===== src/rtl/decode_pkg.sv =====
// decode_pkg: opcode and ALU-op encodings plus the control half of the
// decoded bundle shared by the decode stage and its users.
package decode_pkg;

    // 5-bit instruction opcodes
    localparam logic [4:0] OPC_ADD  = 5'd0;
    localparam logic [4:0] OPC_SUB  = 5'd1;
    localparam logic [4:0] OPC_OR   = 5'd2;
    localparam logic [4:0] OPC_AND  = 5'd3;
    localparam logic [4:0] OPC_XOR  = 5'd4;
    localparam logic [4:0] OPC_SL   = 5'd5;
    localparam logic [4:0] OPC_SR   = 5'd6;
    localparam logic [4:0] OPC_ADDI = 5'd7;
    localparam logic [4:0] OPC_SRI  = 5'd13;
    localparam logic [4:0] OPC_GT   = 5'd14;
    localparam logic [4:0] OPC_LT   = 5'd15;
    localparam logic [4:0] OPC_EQ   = 5'd16;
    localparam logic [4:0] OPC_BR   = 5'd17;
    localparam logic [4:0] OPC_STW  = 5'd18;
    localparam logic [4:0] OPC_LDW  = 5'd19;

    // 4-bit ALU operations
    localparam logic [3:0] ALU_IDLE = 4'd0;
    localparam logic [3:0] ALU_ADD  = 4'd1;
    localparam logic [3:0] ALU_SUB  = 4'd2;
    localparam logic [3:0] ALU_OR   = 4'd3;
    localparam logic [3:0] ALU_AND  = 4'd4;
    localparam logic [3:0] ALU_XOR  = 4'd5;
    localparam logic [3:0] ALU_SL   = 4'd6;
    localparam logic [3:0] ALU_SR   = 4'd7;
    localparam logic [3:0] ALU_GT   = 4'd8;
    localparam logic [3:0] ALU_LT   = 4'd9;
    localparam logic [3:0] ALU_EQ   = 4'd10;

    // Width-independent part of the decoded bundle
    typedef struct packed {
        logic [3:0] op;
        logic       immed;
        logic       wr_en;
        logic       is_br;
        logic       is_stw;
        logic       is_ldw;
        logic       illegal;
    } decode_ctrl_t;

    // Opcode -> control fields. Reg-reg and immediate forms share ALU ops;
    // GT/LT/EQ follow SR in the ALU numbering, so 7..16 map to opc-6.
    function automatic decode_ctrl_t decode_ctrl(input logic [4:0] opc);
        decode_ctrl_t c;
        c = '0;
        if (opc <= OPC_SR) begin
            c.op    = 4'(opc) + 4'd1;
            c.wr_en = 1'b1;
        end else if (opc <= OPC_SRI) begin
            c.op    = 4'(opc - 5'd6);
            c.immed = 1'b1;
            c.wr_en = 1'b1;
        end else if (opc <= OPC_EQ) begin
            c.op    = 4'(opc - 5'd6);
            c.wr_en = 1'b1;
        end else if (opc == OPC_BR) begin
            c.is_br = 1'b1;
        end else if (opc == OPC_STW) begin
            c.is_stw = 1'b1;
        end else if (opc == OPC_LDW) begin
            c.is_ldw = 1'b1;
            c.wr_en  = 1'b1;
        end else begin
            c.illegal = 1'b1;
        end
        return c;
    endfunction

endpackage


===== src/rtl/decode_if.sv =====
// decode_if: fetch-side, issue-side and writeback signals of the decode
// stage. master = environment driving instructions/writeback, slave = stage.
interface decode_if #(
    parameter int INSTR_W = 16,
    parameter int REG_AW  = 3,
    parameter int DATA_W  = 16
);
    logic                in_valid;
    logic                in_ready;
    logic [INSTR_W-1:0]  in_instr;
    logic                out_valid;
    logic                out_ready;
    logic [3:0]          out_op;
    logic                out_immed;
    logic [DATA_W-1:0]   out_imm;
    logic [REG_AW-1:0]   out_regA;
    logic [REG_AW-1:0]   out_regB;
    logic [REG_AW-1:0]   out_regOut;
    logic                out_wr_en;
    logic                out_is_br;
    logic                out_is_stw;
    logic                out_is_ldw;
    logic                out_illegal;
    logic                wb_valid;
    logic [REG_AW-1:0]   wb_reg;

    modport master (
        output in_valid, in_instr, out_ready, wb_valid, wb_reg,
        input  in_ready, out_valid, out_op, out_immed, out_imm, out_regA,
               out_regB, out_regOut, out_wr_en, out_is_br, out_is_stw,
               out_is_ldw, out_illegal
    );

    modport slave (
        input  in_valid, in_instr, out_ready, wb_valid, wb_reg,
        output in_ready, out_valid, out_op, out_immed, out_imm, out_regA,
               out_regB, out_regOut, out_wr_en, out_is_br, out_is_stw,
               out_is_ldw, out_illegal
    );
endinterface


===== src/rtl/decode_scoreboard.sv =====
// decode_scoreboard: one pending bit per architectural register. A set and a
// clear of the same register in one cycle leaves it pending. The lookup
// output already reflects this cycle's clear so a waiting instruction can
// issue in the writeback cycle.
module decode_scoreboard #(
    parameter int REG_AW = 3
) (
    input  logic                   clk,
    input  logic                   rst,
    input  logic                   set_en,
    input  logic [REG_AW-1:0]      set_reg,
    input  logic                   clr_en,
    input  logic [REG_AW-1:0]      clr_reg,
    output logic [(1<<REG_AW)-1:0] pending
);
    localparam int NREG = 1 << REG_AW;

    generate
        for (genvar gi = 0; gi < NREG; gi++) begin : g_bit
            logic pending_reg;
            logic hit_set;
            logic hit_clr;

            assign hit_set = set_en && (set_reg == REG_AW'(gi));
            assign hit_clr = clr_en && (clr_reg == REG_AW'(gi));

            // Pending bit: set has priority over a same-cycle clear
            always_ff @(posedge clk or posedge rst) begin
                if (rst) begin
                    pending_reg <= 1'b0;
                end else if (hit_set) begin
                    pending_reg <= 1'b1;
                end else if (hit_clr) begin
                    pending_reg <= 1'b0;
                end
            end

            assign pending[gi] = pending_reg && !hit_clr;
        end
    endgenerate
endmodule


===== src/rtl/decode_stage.sv =====
// decode_stage: registered, handshaked instruction decode. Optional register
// scoreboard enabled by defining DECODE_SCOREBOARD_EN; without it hazards are
// never raised and the writeback port is ignored.
module decode_stage
    import decode_pkg::*;
#(
    parameter int INSTR_W = 16,
    parameter int REG_AW  = 3,
    parameter int DATA_W  = 16
) (
    input  logic     CLK,
    input  logic     reset,
    decode_if.slave  bus
);
    localparam int IMM_W = INSTR_W - 2*REG_AW - 5;

    // Raw fields of the incoming instruction
    logic [4:0]        opc;
    logic [REG_AW-1:0] f_reg_out;
    logic [REG_AW-1:0] f_reg_a;
    logic [REG_AW-1:0] f_reg_b;
    logic [IMM_W-1:0]  f_imm;
    decode_ctrl_t      ctrl;
    logic [DATA_W-1:0] dec_imm;
    logic [REG_AW-1:0] dec_reg_b;

    assign opc       = bus.in_instr[4:0];
    assign f_reg_out = bus.in_instr[INSTR_W-1 -: REG_AW];
    assign f_reg_a   = bus.in_instr[INSTR_W-REG_AW-1 -: REG_AW];
    assign f_reg_b   = bus.in_instr[INSTR_W-2*REG_AW-1 -: REG_AW];
    assign f_imm     = bus.in_instr[INSTR_W-2*REG_AW-1 : 5];
    assign ctrl      = decode_ctrl(opc);
    assign dec_imm   = ctrl.immed ? DATA_W'($signed(f_imm)) : '0;
    assign dec_reg_b = ctrl.immed ? '0 : f_reg_b;

    // Output bundle registers
    logic              out_valid_reg;
    decode_ctrl_t      out_ctrl_reg;
    logic [DATA_W-1:0] out_imm_reg;
    logic [REG_AW-1:0] out_reg_a_reg;
    logic [REG_AW-1:0] out_reg_b_reg;
    logic [REG_AW-1:0] out_reg_out_reg;

    logic hazard;
    logic in_ready;
    logic accept;
    logic out_fire;

    assign out_fire = out_valid_reg && bus.out_ready;
    assign in_ready = !reset && (!out_valid_reg || bus.out_ready) && !hazard;
    assign accept   = bus.in_valid && in_ready;

`ifdef DECODE_SCOREBOARD_EN
    logic [(1<<REG_AW)-1:0] pending;
    logic                   inflight_wr;

    decode_scoreboard #(
        .REG_AW (REG_AW)
    ) u_scoreboard (
        .clk     (CLK),
        .rst     (reset),
        .set_en  (out_fire && out_ctrl_reg.wr_en),
        .set_reg (out_reg_out_reg),
        .clr_en  (bus.wb_valid),
        .clr_reg (bus.wb_reg),
        .pending (pending)
    );

    // The bundle sitting in the output register is not yet in the
    // scoreboard (it is marked on handoff), so its destination is checked
    // directly, even while it is being handed off this cycle.
    assign inflight_wr = out_valid_reg && out_ctrl_reg.wr_en;

    // Hazard: any source or written destination still pending or in flight
    always_comb begin
        hazard = pending[f_reg_a] || (inflight_wr && out_reg_out_reg == f_reg_a);
        if (!ctrl.immed) begin
            hazard = hazard || pending[f_reg_b]
                   || (inflight_wr && out_reg_out_reg == f_reg_b);
        end
        if (ctrl.is_stw || ctrl.wr_en) begin
            hazard = hazard || pending[f_reg_out]
                   || (inflight_wr && out_reg_out_reg == f_reg_out);
        end
    end
`else
    logic unused_wb;
    assign unused_wb = ^{bus.wb_valid, bus.wb_reg};
    assign hazard    = 1'b0;
`endif

    // Load a new bundle on accept, otherwise drop valid once handed off
    always_ff @(posedge CLK or posedge reset) begin
        if (reset) begin
            out_valid_reg   <= 1'b0;
            out_ctrl_reg    <= '0;
            out_imm_reg     <= '0;
            out_reg_a_reg   <= '0;
            out_reg_b_reg   <= '0;
            out_reg_out_reg <= '0;
        end else if (accept) begin
            out_valid_reg   <= 1'b1;
            out_ctrl_reg    <= ctrl;
            out_imm_reg     <= dec_imm;
            out_reg_a_reg   <= f_reg_a;
            out_reg_b_reg   <= dec_reg_b;
            out_reg_out_reg <= f_reg_out;
        end else if (out_fire) begin
            out_valid_reg   <= 1'b0;
        end
    end

    assign bus.in_ready    = in_ready;
    assign bus.out_valid   = out_valid_reg;
    assign bus.out_op      = out_ctrl_reg.op;
    assign bus.out_immed   = out_ctrl_reg.immed;
    assign bus.out_imm     = out_imm_reg;
    assign bus.out_regA    = out_reg_a_reg;
    assign bus.out_regB    = out_reg_b_reg;
    assign bus.out_regOut  = out_reg_out_reg;
    assign bus.out_wr_en   = out_ctrl_reg.wr_en;
    assign bus.out_is_br   = out_ctrl_reg.is_br;
    assign bus.out_is_stw  = out_ctrl_reg.is_stw;
    assign bus.out_is_ldw  = out_ctrl_reg.is_ldw;
    assign bus.out_illegal = out_ctrl_reg.illegal;
endmodule


===== src/flat_wrapper.sv =====
// flat-port wrapper written by rule: the top's interface ports become plain ports
module decode_stage_flat import decode_pkg::*;
#(
    parameter int INSTR_W = 16,
    parameter int REG_AW  = 3,
    parameter int DATA_W  = 16
)
  (CLK, reset, bus_in_valid, bus_in_instr, bus_out_ready, bus_wb_valid, bus_wb_reg, bus_in_ready, bus_out_valid, bus_out_op, bus_out_immed, bus_out_imm, bus_out_regA, bus_out_regB, bus_out_regOut, bus_out_wr_en, bus_out_is_br, bus_out_is_stw, bus_out_is_ldw, bus_out_illegal);
  decode_if #(.INSTR_W(INSTR_W), .REG_AW(REG_AW), .DATA_W(DATA_W)) bus_i ();
  input  logic CLK;
  input  logic reset;
  input wire logic [$bits(bus_i.in_valid)-1:0] bus_in_valid;
  input wire logic [$bits(bus_i.in_instr)-1:0] bus_in_instr;
  input wire logic [$bits(bus_i.out_ready)-1:0] bus_out_ready;
  input wire logic [$bits(bus_i.wb_valid)-1:0] bus_wb_valid;
  input wire logic [$bits(bus_i.wb_reg)-1:0] bus_wb_reg;
  output wire logic [$bits(bus_i.in_ready)-1:0] bus_in_ready;
  output wire logic [$bits(bus_i.out_valid)-1:0] bus_out_valid;
  output wire logic [$bits(bus_i.out_op)-1:0] bus_out_op;
  output wire logic [$bits(bus_i.out_immed)-1:0] bus_out_immed;
  output wire logic [$bits(bus_i.out_imm)-1:0] bus_out_imm;
  output wire logic [$bits(bus_i.out_regA)-1:0] bus_out_regA;
  output wire logic [$bits(bus_i.out_regB)-1:0] bus_out_regB;
  output wire logic [$bits(bus_i.out_regOut)-1:0] bus_out_regOut;
  output wire logic [$bits(bus_i.out_wr_en)-1:0] bus_out_wr_en;
  output wire logic [$bits(bus_i.out_is_br)-1:0] bus_out_is_br;
  output wire logic [$bits(bus_i.out_is_stw)-1:0] bus_out_is_stw;
  output wire logic [$bits(bus_i.out_is_ldw)-1:0] bus_out_is_ldw;
  output wire logic [$bits(bus_i.out_illegal)-1:0] bus_out_illegal;
  assign bus_i.in_valid = bus_in_valid;
  assign bus_i.in_instr = bus_in_instr;
  assign bus_i.out_ready = bus_out_ready;
  assign bus_i.wb_valid = bus_wb_valid;
  assign bus_i.wb_reg = bus_wb_reg;
  assign bus_in_ready = bus_i.in_ready;
  assign bus_out_valid = bus_i.out_valid;
  assign bus_out_op = bus_i.out_op;
  assign bus_out_immed = bus_i.out_immed;
  assign bus_out_imm = bus_i.out_imm;
  assign bus_out_regA = bus_i.out_regA;
  assign bus_out_regB = bus_i.out_regB;
  assign bus_out_regOut = bus_i.out_regOut;
  assign bus_out_wr_en = bus_i.out_wr_en;
  assign bus_out_is_br = bus_i.out_is_br;
  assign bus_out_is_stw = bus_i.out_is_stw;
  assign bus_out_is_ldw = bus_i.out_is_ldw;
  assign bus_out_illegal = bus_i.out_illegal;
  decode_stage #(.INSTR_W(INSTR_W), .REG_AW(REG_AW), .DATA_W(DATA_W)) u_core (.CLK(CLK), .reset(reset), .bus(bus_i));
endmodule

===== config.mk =====
export PLATFORM = sky130hd
export DESIGN_NAME = decode_stage_flat
export DESIGN_NICKNAME = d
export VERILOG_FILES = /design/src/rtl/decode_pkg.sv /design/src/rtl/decode_if.sv /design/src/rtl/decode_scoreboard.sv /design/src/rtl/decode_stage.sv /design/src/flat_wrapper.sv
export SDC_FILE = /design/constraint.sdc
export NUM_CORES = 1
export LEC_CHECK = 0
export ABC_AREA = 1
export ABC_CLOCK_PERIOD_IN_PS = 2440
export CORE_AREA = 2 2 63 65
export DETAILED_ROUTE_END_ITERATION = 8
export DIE_AREA = 0 0 65 67
export PLACE_DENSITY = 0.74
export SYNTH_ARGS = -nofsm -noshare
export SYNTH_HDL_FRONTEND = slang
export SYNTH_SLANG_ARGS = --single-unit

===== constraint.sdc =====
create_clock -name CLK -period 2.44 [get_ports CLK]
set_input_delay 0.488 -clock CLK [delete_from_list [all_inputs] [get_ports CLK]]
set_output_delay 0.488 -clock CLK [all_outputs]
set_load 0.03 [all_outputs]

==> impl_metrics.ini <==
; physical design summary
[status]
status = completed

[grt]
met3_usage_pct = 2.03

[routing]
routed_wl_microns = 2990

[clock_network]
cts_resized = 0
cts_buffer_depth = 2
cts-root-buf = clkbuf_8
post_cts_buffers = 0

[finish]
n_all_inverters = 16
diodes = 0

[pwr]
internal-power_uw = 767
finalPower_mw = 1.18
p_switching_uw = 414

[critical_path]
worstSetupEndpointType = primary output
cp.arrival_ns = 1.80
cp-start-kind = primary input

[die]
io_pins = 61

[placement]
place_hpwl_microns = 2260

[sta]
holdWs_ns = 0.483
finalHoldViolCount = 0

[yosys]
ys_warn_count = 0
synthTopCellsByCount = 77 x nand2_1, 25 x dfrtp_1, 14 x nand3_1
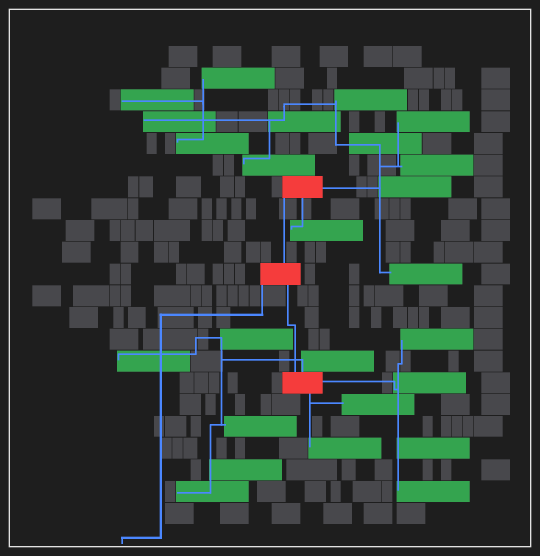
clock_wires.png
Scale: 8 px per micron.
- green: flip-flops (count 25)
- red: clock-net drivers (count 3)
- blue: clock wires (length 288 microns)
- routed clock nets: 4
Clock Skews: 0.00441 ns
clock power share: 20.0%
worst skew pair latency: 0.26 ns
clk pwr: 236 uW

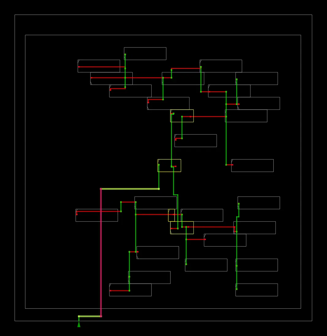
clock_nets.png
clkbuf count: 4
Clock Sinks: 25
Inserted Clock Buffers: 3
Seq cells: 25

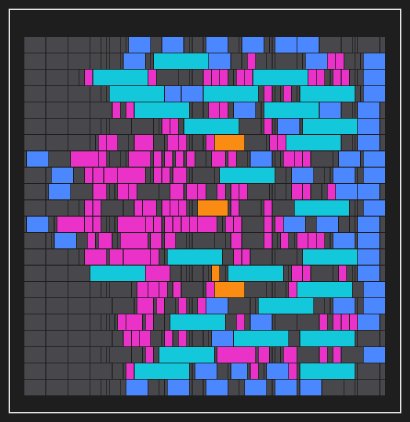
class_map.png
Scale: 6 px per micron. Fill, decap, tap and diode cells in grey.
- magenta: remaining logic cells (cells 139; share of their area 35%)
- cyan: sequential cells (cells 25; share of their area 33%)
- orange: clock drivers and dummy loads (cells 4; share of their area 2.4%)
- blue: remaining buffers and delay cells (cells 58; share of their area 30%)
Seq/total area: 31.7%
Final Util: 54.8%
num rows: 22
CORE AREA: 3610 sq um
fin area: 1980 sq um

Power and IR drop assume default switching activity.
